$ cat config.mk
export PLATFORM = sky130hd
export DESIGN_NAME = decode_queue_flat
export DESIGN_NICKNAME = d
export VERILOG_FILES = /design/src/rtl/decode_queue_pkg.sv /design/src/rtl/decode_queue_if.sv /design/src/rtl/decode_queue_compact.sv /design/src/rtl/decode_queue.sv /design/src/flat_wrapper.sv
export SDC_FILE = /design/constraint.sdc
export NUM_CORES = 2
export LEC_CHECK = 0
export CELL_PAD_IN_SITES_DETAIL_PLACEMENT = 0
export CELL_PAD_IN_SITES_GLOBAL_PLACEMENT = 1
export CORE_ASPECT_RATIO = 0.9
export CORE_MARGIN = 3
export CORE_UTILIZATION = 47
export CTS_CLUSTER_DIAMETER = 200
export DETAILED_ROUTE_END_ITERATION = 6
export PLACE_DENSITY_LB_ADDON = 0.1
export SLEW_MARGIN = 30
export SYNTH_ARGS = -nofsm -noshare
export SYNTH_HDL_FRONTEND = slang
export SYNTH_HIERARCHICAL = 1
export SYNTH_SLANG_ARGS = --single-unit
$ cat constraint.sdc
create_clock -name clk -period 4.08 [get_ports clk]
set_input_delay 0.408 -clock clk [delete_from_list [all_inputs] [get_ports clk]]
set_output_delay 0.408 -clock clk [all_outputs]
set_load 0.1 [all_outputs]
$ cat src/rtl/decode_queue_pkg.sv
// Shared fetch-entry types and widths for the decode queue slice.
// Optional same-cycle bypass is enabled with DECODE_QUEUE_BYPASS_EN.
`ifndef INST_WIDTH
`define INST_WIDTH 32
`endif
`ifndef INST_ADDR_WIDTH
`define INST_ADDR_WIDTH 32
`endif
`ifndef BP_GHR_BITS
`define BP_GHR_BITS 8
`endif
`ifndef IF_BATCH_SIZE
`define IF_BATCH_SIZE 2
`endif
`ifndef DECODE_QUEUE_DEPTH
`define DECODE_QUEUE_DEPTH 8
`endif

package decode_queue_pkg;

  localparam int INST_W   = `INST_WIDTH;
  localparam int ADDR_W   = `INST_ADDR_WIDTH;
  localparam int GHR_W    = `BP_GHR_BITS;
  localparam int BATCH    = `IF_BATCH_SIZE;
  localparam int DQ_DEPTH = `DECODE_QUEUE_DEPTH;

  typedef struct packed {
    logic [INST_W-1:0] inst;
    logic [ADDR_W-1:0] pc;
    logic              pred_taken;
    logic [ADDR_W-1:0] pred_target;
    logic [GHR_W-1:0]  pred_hist;
  } fetch_entry_t;

  localparam int FETCH_ENTRY_WIDTH = $bits(fetch_entry_t);

endpackage

$ cat src/rtl/decode_queue_if.sv
// Fetch-side and pre-decode-side bundle signals of the decode queue.
// master = surrounding pipeline, slave = the queue itself.
interface decode_queue_if;
  import decode_queue_pkg::*;

  logic [BATCH-1:0]  in_inst_valid;
  logic [INST_W-1:0] in_inst_0;
  logic [INST_W-1:0] in_inst_1;
  logic [ADDR_W-1:0] in_pc_0;
  logic [ADDR_W-1:0] in_pc_1;
  logic              in_pred_taken_0;
  logic              in_pred_taken_1;
  logic [ADDR_W-1:0] in_pred_target_0;
  logic [ADDR_W-1:0] in_pred_target_1;
  logic [GHR_W-1:0]  in_pred_hist_0;
  logic [GHR_W-1:0]  in_pred_hist_1;
  logic              in_ready;

  logic              out_stall;
  logic [BATCH-1:0]  out_inst_valid;
  logic [INST_W-1:0] out_inst_0;
  logic [INST_W-1:0] out_inst_1;
  logic [ADDR_W-1:0] out_pc_0;
  logic [ADDR_W-1:0] out_pc_1;
  logic              out_pred_taken_0;
  logic              out_pred_taken_1;
  logic [ADDR_W-1:0] out_pred_target_0;
  logic [ADDR_W-1:0] out_pred_target_1;
  logic [GHR_W-1:0]  out_pred_hist_0;
  logic [GHR_W-1:0]  out_pred_hist_1;

  modport master (
    output in_inst_valid, in_inst_0, in_inst_1,
    output in_pc_0, in_pc_1,
    output in_pred_taken_0, in_pred_taken_1,
    output in_pred_target_0, in_pred_target_1,
    output in_pred_hist_0, in_pred_hist_1,
    input  in_ready,
    output out_stall,
    input  out_inst_valid, out_inst_0, out_inst_1,
    input  out_pc_0, out_pc_1,
    input  out_pred_taken_0, out_pred_taken_1,
    input  out_pred_target_0, out_pred_target_1,
    input  out_pred_hist_0, out_pred_hist_1
  );

  modport slave (
    input  in_inst_valid, in_inst_0, in_inst_1,
    input  in_pc_0, in_pc_1,
    input  in_pred_taken_0, in_pred_taken_1,
    input  in_pred_target_0, in_pred_target_1,
    input  in_pred_hist_0, in_pred_hist_1,
    output in_ready,
    input  out_stall,
    output out_inst_valid, out_inst_0, out_inst_1,
    output out_pc_0, out_pc_1,
    output out_pred_taken_0, out_pred_taken_1,
    output out_pred_target_0, out_pred_target_1,
    output out_pred_hist_0, out_pred_hist_1
  );

endinterface

$ cat src/rtl/decode_queue_compact.sv
// Packs the valid slots of a 2-wide fetch bundle to the front.
// Produces the entry pair and how many entries it holds.
module decode_queue_compact
  import decode_queue_pkg::*;
(
  input  logic [1:0]   mask,
  input  fetch_entry_t slot_0,
  input  fetch_entry_t slot_1,
  output fetch_entry_t ent_0,
  output fetch_entry_t ent_1,
  output logic [1:0]   n_ent
);

  always_comb begin
    ent_0 = '0;
    ent_1 = '0;
    n_ent = 2'd0;
    unique case (1'b1)
      mask == 2'b11: begin
        ent_0 = slot_0;
        ent_1 = slot_1;
        n_ent = 2'd2;
      end
      mask == 2'b01: begin
        ent_0 = slot_0;
        n_ent = 2'd1;
      end
      mask == 2'b10: begin
        ent_0 = slot_1;
        n_ent = 2'd1;
      end
      mask == 2'b00: begin
        n_ent = 2'd0;
      end
    endcase
  end

endmodule

$ cat src/rtl/decode_queue.sv
// Fetch-to-pre-decode instruction queue: compacting 2-in/2-out ring buffer.
// Define DECODE_QUEUE_BYPASS_EN for a zero-latency path when empty.
module decode_queue
  import decode_queue_pkg::*;
#(
  parameter  int DEPTH = DQ_DEPTH,
  localparam int PTR_W = $clog2(DEPTH)
) (
  input  logic             clk,
  input  logic             rst_n,
  input  logic             flush,
  decode_queue_if.slave    io,
  output logic [PTR_W:0]   count
);

  localparam logic [PTR_W:0] CNT_LIM = (PTR_W+1)'(DEPTH - 2);
  localparam logic [PTR_W:0] CNT_TWO = (PTR_W+1)'(2);

  fetch_entry_t     mem [DEPTH];
  logic [PTR_W-1:0] head;
  logic [PTR_W-1:0] tail;
  logic [PTR_W-1:0] head_1;
  logic [PTR_W-1:0] tail_1;

  fetch_entry_t slot_0, slot_1;
  fetch_entry_t cmp_0, cmp_1;
  fetch_entry_t hd_0, hd_1;
  fetch_entry_t o_0, o_1;
  logic [1:0]   n_cmp, n_enq, n_deq;
  logic [1:0]   q_valid;
  logic         enq, byp;

  assign slot_0 = '{
    inst:        io.in_inst_0,
    pc:          io.in_pc_0,
    pred_taken:  io.in_pred_taken_0,
    pred_target: io.in_pred_target_0,
    pred_hist:   io.in_pred_hist_0
  };
  assign slot_1 = '{
    inst:        io.in_inst_1,
    pc:          io.in_pc_1,
    pred_taken:  io.in_pred_taken_1,
    pred_target: io.in_pred_target_1,
    pred_hist:   io.in_pred_hist_1
  };

  decode_queue_compact u_compact (
    .mask   (io.in_inst_valid),
    .slot_0 (slot_0),
    .slot_1 (slot_1),
    .ent_0  (cmp_0),
    .ent_1  (cmp_1),
    .n_ent  (n_cmp)
  );

  // Space check uses registered count only; a same-cycle pop does not help.
  assign io.in_ready = (count <= CNT_LIM);

  assign q_valid = {count >= CNT_TWO, count != '0};

`ifdef DECODE_QUEUE_BYPASS_EN
  assign byp = (count == '0) && !io.out_stall
            && !flush && (|io.in_inst_valid);
`else
  assign byp = 1'b0;
`endif

  assign enq = io.in_ready && (|io.in_inst_valid)
            && !flush && !byp;
  assign n_enq = enq ? n_cmp : 2'd0;
  assign n_deq = (io.out_stall || flush) ? 2'd0
               : {1'b0, q_valid[0]} + {1'b0, q_valid[1]};

  assign head_1 = head + 1'b1;
  assign tail_1 = tail + 1'b1;
  assign hd_0 = q_valid[0] ? mem[head]   : '0;
  assign hd_1 = q_valid[1] ? mem[head_1] : '0;

  always_ff @(posedge clk or negedge rst_n) begin
    if (!rst_n) begin
      head  <= '0;
      tail  <= '0;
      count <= '0;
      for (int i = 0; i < DEPTH; i++) begin
        mem[i] <= '0;
      end
    end else if (flush) begin
      head  <= '0;
      tail  <= '0;
      count <= '0;
    end else begin
      head  <= head + PTR_W'(n_deq);
      tail  <= tail + PTR_W'(n_enq);
      count <= count + (PTR_W+1)'(n_enq)
                     - (PTR_W+1)'(n_deq);
      if (enq) begin
        mem[tail] <= cmp_0;
      end
      if (enq && n_cmp == 2'd2) begin
        mem[tail_1] <= cmp_1;
      end
    end
  end

  always_comb begin
    io.out_inst_valid = q_valid;
    o_0 = hd_0;
    o_1 = hd_1;
    if (byp) begin
      io.out_inst_valid = {n_cmp == 2'd2, 1'b1};
      o_0 = cmp_0;
      o_1 = cmp_1;
    end
  end

  assign io.out_inst_0        = o_0.inst;
  assign io.out_inst_1        = o_1.inst;
  assign io.out_pc_0          = o_0.pc;
  assign io.out_pc_1          = o_1.pc;
  assign io.out_pred_taken_0  = o_0.pred_taken;
  assign io.out_pred_taken_1  = o_1.pred_taken;
  assign io.out_pred_target_0 = o_0.pred_target;
  assign io.out_pred_target_1 = o_1.pred_target;
  assign io.out_pred_hist_0   = o_0.pred_hist;
  assign io.out_pred_hist_1   = o_1.pred_hist;

endmodule

$ cat src/flat_wrapper.sv
// flat-port wrapper written by rule: the top's interface ports become plain ports
module decode_queue_flat import decode_queue_pkg::*;
#(
  parameter  int DEPTH = DQ_DEPTH,
  localparam int PTR_W = $clog2(DEPTH)
)
  (clk, rst_n, flush, count, io_in_inst_valid, io_in_inst_0, io_in_inst_1, io_in_pc_0, io_in_pc_1, io_in_pred_taken_0, io_in_pred_taken_1, io_in_pred_target_0, io_in_pred_target_1, io_in_pred_hist_0, io_in_pred_hist_1, io_in_ready, io_out_stall, io_out_inst_valid, io_out_inst_0, io_out_inst_1, io_out_pc_0, io_out_pc_1, io_out_pred_taken_0, io_out_pred_taken_1, io_out_pred_target_0, io_out_pred_target_1, io_out_pred_hist_0, io_out_pred_hist_1);
  decode_queue_if io_i ();
  input  logic clk;
  input  logic rst_n;
  input  logic flush;
  output logic [PTR_W:0] count;
  input wire logic [$bits(io_i.in_inst_valid)-1:0] io_in_inst_valid;
  input wire logic [$bits(io_i.in_inst_0)-1:0] io_in_inst_0;
  input wire logic [$bits(io_i.in_inst_1)-1:0] io_in_inst_1;
  input wire logic [$bits(io_i.in_pc_0)-1:0] io_in_pc_0;
  input wire logic [$bits(io_i.in_pc_1)-1:0] io_in_pc_1;
  input wire logic [$bits(io_i.in_pred_taken_0)-1:0] io_in_pred_taken_0;
  input wire logic [$bits(io_i.in_pred_taken_1)-1:0] io_in_pred_taken_1;
  input wire logic [$bits(io_i.in_pred_target_0)-1:0] io_in_pred_target_0;
  input wire logic [$bits(io_i.in_pred_target_1)-1:0] io_in_pred_target_1;
  input wire logic [$bits(io_i.in_pred_hist_0)-1:0] io_in_pred_hist_0;
  input wire logic [$bits(io_i.in_pred_hist_1)-1:0] io_in_pred_hist_1;
  output wire logic [$bits(io_i.in_ready)-1:0] io_in_ready;
  input wire logic [$bits(io_i.out_stall)-1:0] io_out_stall;
  output wire logic [$bits(io_i.out_inst_valid)-1:0] io_out_inst_valid;
  output wire logic [$bits(io_i.out_inst_0)-1:0] io_out_inst_0;
  output wire logic [$bits(io_i.out_inst_1)-1:0] io_out_inst_1;
  output wire logic [$bits(io_i.out_pc_0)-1:0] io_out_pc_0;
  output wire logic [$bits(io_i.out_pc_1)-1:0] io_out_pc_1;
  output wire logic [$bits(io_i.out_pred_taken_0)-1:0] io_out_pred_taken_0;
  output wire logic [$bits(io_i.out_pred_taken_1)-1:0] io_out_pred_taken_1;
  output wire logic [$bits(io_i.out_pred_target_0)-1:0] io_out_pred_target_0;
  output wire logic [$bits(io_i.out_pred_target_1)-1:0] io_out_pred_target_1;
  output wire logic [$bits(io_i.out_pred_hist_0)-1:0] io_out_pred_hist_0;
  output wire logic [$bits(io_i.out_pred_hist_1)-1:0] io_out_pred_hist_1;
  assign io_i.in_inst_valid = io_in_inst_valid;
  assign io_i.in_inst_0 = io_in_inst_0;
  assign io_i.in_inst_1 = io_in_inst_1;
  assign io_i.in_pc_0 = io_in_pc_0;
  assign io_i.in_pc_1 = io_in_pc_1;
  assign io_i.in_pred_taken_0 = io_in_pred_taken_0;
  assign io_i.in_pred_taken_1 = io_in_pred_taken_1;
  assign io_i.in_pred_target_0 = io_in_pred_target_0;
  assign io_i.in_pred_target_1 = io_in_pred_target_1;
  assign io_i.in_pred_hist_0 = io_in_pred_hist_0;
  assign io_i.in_pred_hist_1 = io_in_pred_hist_1;
  assign io_in_ready = io_i.in_ready;
  assign io_i.out_stall = io_out_stall;
  assign io_out_inst_valid = io_i.out_inst_valid;
  assign io_out_inst_0 = io_i.out_inst_0;
  assign io_out_inst_1 = io_i.out_inst_1;
  assign io_out_pc_0 = io_i.out_pc_0;
  assign io_out_pc_1 = io_i.out_pc_1;
  assign io_out_pred_taken_0 = io_i.out_pred_taken_0;
  assign io_out_pred_taken_1 = io_i.out_pred_taken_1;
  assign io_out_pred_target_0 = io_i.out_pred_target_0;
  assign io_out_pred_target_1 = io_i.out_pred_target_1;
  assign io_out_pred_hist_0 = io_i.out_pred_hist_0;
  assign io_out_pred_hist_1 = io_i.out_pred_hist_1;
  decode_queue #(.DEPTH(DEPTH)) u_core (.clk(clk), .rst_n(rst_n), .flush(flush), .io(io_i), .count(count));
endmodule
congestion.png
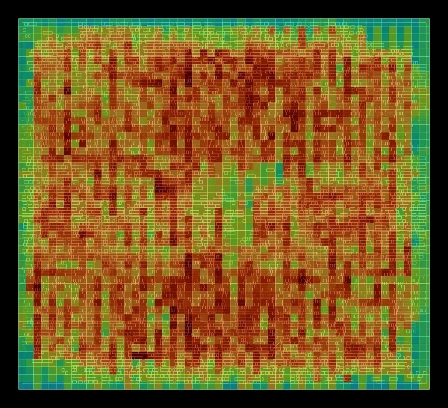
met1 global-route usage: 0.535
grt peak-use layer: met2
detailed-route wire length per cell: 33.9 um

placement_by_type.png
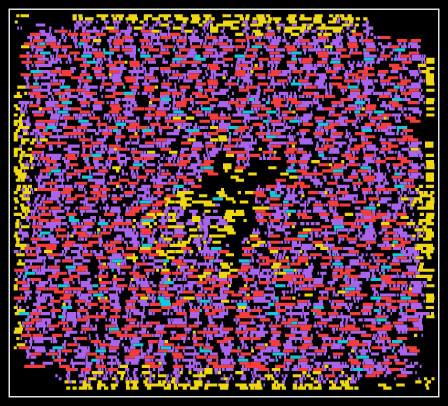
cyan -> clock drivers and dummy loads  # cells 172, share of their area 4.6%
red -> flops  # cells 850, share of their area 32%
purple -> combinational and other logic  # cells 4,295, share of their area 50%
yellow -> other buffers and delay cells  # cells 639, share of their area 13%

power_grid.png
Scale bar: 100 um. Pins as bars on the die edge.
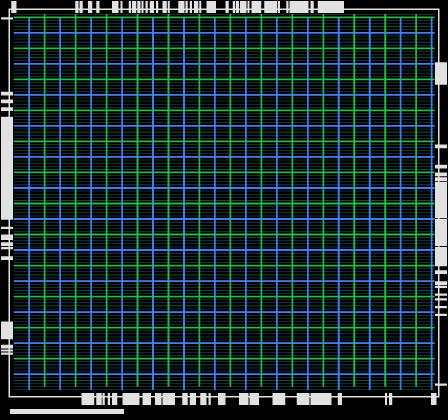
blue -> VSS
green -> VDD
rows = 121
met4 straps = 27
met5 straps = 24
met1 rails = 122
core outline area: 121,000 um^2
die span in x: 375 um

cell_density.png
Scale bar: 100 um. The die is cut into 38 by 34 equal tiles; black is low, pale yellow is high, 0 to 100% covered.
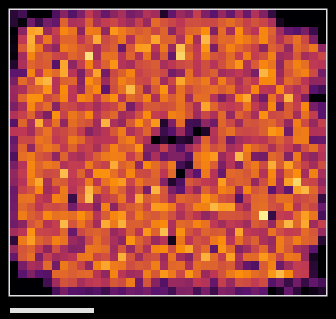
tiles over 75% full = 7.7%
nearly empty tiles = 3.3%
fullest tile = 96%

io_fan.png
Scale bar: 100 um.
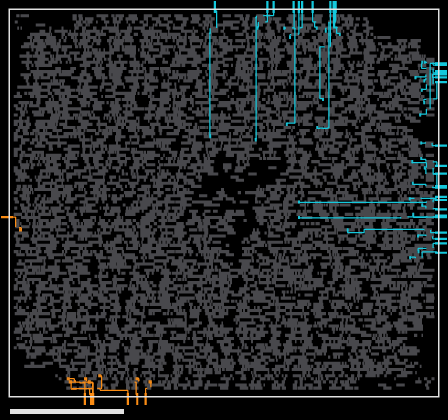
orange -> `io_in_pred_hist_0`  # bits 8, direction input, edge 7 bottom, 1 left, end cells 8, buffers 8, wire 195 um
cyan -> `io_out_pc_0`  # bits 32, direction output, edge 21 right, 11 top, end cells 32, buffers 32, wire 1,330 um
I/O pin total: 433
number of buffer cells added on primary ports: 432

==> flow_metrics.rpt <==
IMPLEMENTATION SUMMARY REPORT
----------------------------------------------------
[Pwr]
  Total power of the final layout ........................ 52.8 mW
  Power density of the placed cells ........................ 775 nW/um^2
  Net switching share of the total power ........................ 0.499
  Standby leakage power ........................ 25.1 nW
  VDD IR max ........................ 0.00225 V
  Int Power ........................ 26.4 mW
  Switching power ........................ 26.4 mW
  Clock power frac ........................ 0.167
  Share of power burned in combinational logic ........................ 0.607
  Power share of the sequential group ........................ 0.226

[Synthesis]
  Register share after synthesis ........................ 0.369
  Synthesis area per yosys ........................ 57,600 um^2
  Gate Count Post-Synth ........................ 6,004
  Number of distinct library cell variants in the gate-level netlist after synthesis ........................ 54
  Top area contributor share ........................ 0.369
  Commonest cells in the netlist ........................ dfrtp_1 (850), o21ai_0 (837), a32oi_1 (631)
  Yosys warning total ........................ 6
  Main flop type after synthesis ........................ dfrtp_1
  Complex Gates by Area ........................ 0.243
  Post-synthesis mux area share ........................ 0.182
  Syn Std Cell Area ........................ 57,600 um^2
  Adder-Cell Fraction of Synth Area ........................ 0.00465
  Largest area contributor in the netlist ........................ dfrtp_1
  Synthesized flop and latch total ........................ 850
  Largest family of logic cells by area ........................ AND-OR/OR-AND gates
  Average cell area after synthesis ........................ 9.60 um^2
  Simple-gate share of the synthesized area ........................ 0.135
  Xor/xnor share ........................ 0.00122
  Number of enable-type register cells in the synthesized netlist ........................ 0
  Syn_nets ........................ 6,239
  Most common cell in the synthesized netlist ........................ dfrtp_1
  Post-synth ARST share ........................ 1.00
  Number of cells in Yosys stat ........................ 6,004
  Top cells, area ........................ dfrtp_1 (37%), mux4_2 (16%), a32oi_1 (9.6%)

[Layout]
  Fill cell instance count of the final layout ........................ 10.7k
  FF/Latch Area ........................ 21,300 um^2
  Fraction of final layout cells sized beyond drive strength 1 ........................ 0.180
  Layout Area Growth over Synthesis ........................ 18.3%
  Number of standard cells in the final layout excluding fillers ........................ 7,556
  Top Layout Cells ........................ dfrtp_1 (843), o21ai_0 (837), a32oi_1 (631)
  Most common cell after layout, fill and taps aside ........................ dfrtp_1
  Nets ........................ 6,117
  Final Core Density ........................ 0.561
  Final Instance Area ........................ 68,200 um^2
  Footprint of the multi-input gates ........................ 33,000 um^2

[Setup path]
  Startpoint of the worst register-to-register path ........................ u_core/count[2]$_DFF_PN0_
  Startpoint of the most critical setup path ........................ u_core/head[0]$_DFF_PN0_
  FF-to-FF End ........................ u_core/count[3]$_DFF_PN0_
  Max FO, Critical Path ........................ 18
  Worst Reg2Reg Path Length in Cells ........................ 16
  Flop-to-flop setup slack ........................ 0.64 ns
  Critical Path Stages ........................ 6
  Worst Setup EP ........................ io_out_pc_1[13]
  Ordered cell list for the critical path ........................ ha_4 -> buf_4 -> mux4_2 -> nand2_1 -> a21oi_1 -> buf_12
  Startpoint-to-endpoint class of the critical path ........................ reg2out
  Number of buffers and inverters on the critical path ........................ 2
  Endpoint required time on the critical path ........................ 3.67 ns
  Maximum single-stage delay on the critical path ........................ 0.61 ns
  Worst Setup End Kind ........................ output pin
  Worst path top cell family by delay ........................ buffers and inverters
  Worst EP arrival ........................ 3.55 ns
  Slowest stage cell on the critical path ........................ ha_4
  Category of the worst setup path launch point ........................ register

[Final timing]
  Relative slew margins ........................ 0.332
  Number of setup violations in the final report ........................ 0
  Number of max-slew violations in the final report ........................ 0
  Final Hold Fails ........................ 0
  Post-route setup slack ........................ 0.121 ns
  Minimum clock period after layout ........................ 3.96 ns
  Worst Hold Margin ........................ 0.136 ns
  Total negative slack ........................ 0 ns
  Highest Clock Rate ........................ 253 MHz
  Slew of the pin with the lowest slew margin ........................ 1.00 ns
  Post-layout period usage ........................ 0.970
  Setup repair after global routing missed its margin ........................ no
  Maximum clock skew at final layout ........................ 0.0257 ns

[Route]
  Number of routed nets with antenna violations ........................ 0
  Amount of wire on met3 after detailed routing ........................ 31,600 um
  Uppermost layer routed ........................ met5
  Total number of vias ........................ 57.5k
  1st-iter DRT viols ........................ 7,724
  Sum of routed wire segments on met1 ........................ 98,800 um
  Detail-routed via count per cell ........................ 7.61
  Number of remaining DRC errors ........................ 2
  Met2 wire len ........................ 112,000 um
  Drt pass-1 iters ........................ 7
  Final routed wirelength across all metal layers ........................ 256,000 um

[CTS]
  Insertion delay to the later sink of the worst-skew pair ........................ 0.72 ns
  Number of clock sinks ........................ 850
  Root cell of the clock tree ........................ clkbuf_16
  Resize count post-CTS ........................ 0
  Total number of H-tree levels ........................ 3
  CTS tree ........................ done
  CTS buffer count ........................ 96
  Max clock buf depth ........................ 3
  Clock slew at reported path FFs ........................ 0.07 ns
  Count of hold-fix buffers inserted at cts ........................ 1
  Post-CTS setup-driven buffer insertion count ........................ 0

[Placement]
  Placed Instances ........................ 7,381
  DP Worst Slack ........................ 0.504 ns
  Routability cong. ........................ 0.847
  Half-perimeter wire length after placement ........................ 139,000 um
  Post-detailed-placement cell area ........................ 65,100 um^2

[Floorplanning]
  Std cell rows ........................ 121
  Initial Util ........................ 0.475
  Chip area ........................ 127,000 um^2

[Job]
  OpenROAD warning count ........................ 64
  Max-cap violations ........................ 0

[Global routing]
  GR Layer Usage met2 ........................ 0.579
  Vias in the first global route ........................ 57.8k
  Leftover overflow at the end of global routing ........................ 0
  Met3 Track Usage GR ........................ 0.112
  Maximum number of pins on one net before global-route repair ........................ 156
  Gr usage total ........................ 0.392
  Initial antenna violation count ........................ 2
  First-pass GRT wire length ........................ 383,000 um

[Hold path]
  Path type of the worst min-delay path ........................ in2reg
  End point of the most critical hold path ........................ u_core/tail[1]$_DFF_PN0_
  Depth of the worst hold-timing path ........................ 2
  Launch instance of the worst min-delay path ........................ flush

[Status]
  Outcome ........................ finished, violations left
  Violations in the final reports ........................ design-rule violations

----------------------------------------------------
## layout make-up
type | instances | share of cell area
antenna | 1 | 0.0000367
clock buffer | 154 | 0.0427
clock inverter | 18 | 0.00233
inverter | 46 | 0.00264
multi-input combinational | 4249 | 0.483
sequential | 850 | 0.312
tap | 1599 | 0.0293
timing repair buffer | 639 | 0.127
## state kept, by name, indices dropped and copies added (netlist names)
| register | flops |
|---|---|
| u_core/tail | 3 |
| u_core/head | 3 |
| u_core/mem | 840 |
| u_core/count | 4 |
## power by group through the flow
stage	combinational, mW	sequential, mW	clock, mW
floorplan	21.6	11.5	0
global placement	31.6	11.9	0
detailed placement	31.9	12.0	0
CTS	31.9	11.9	8.83
global route	33.3	12.2	9.17
finish	32.1	11.9	8.80
Power is estimated from default activity; no workload was simulated.
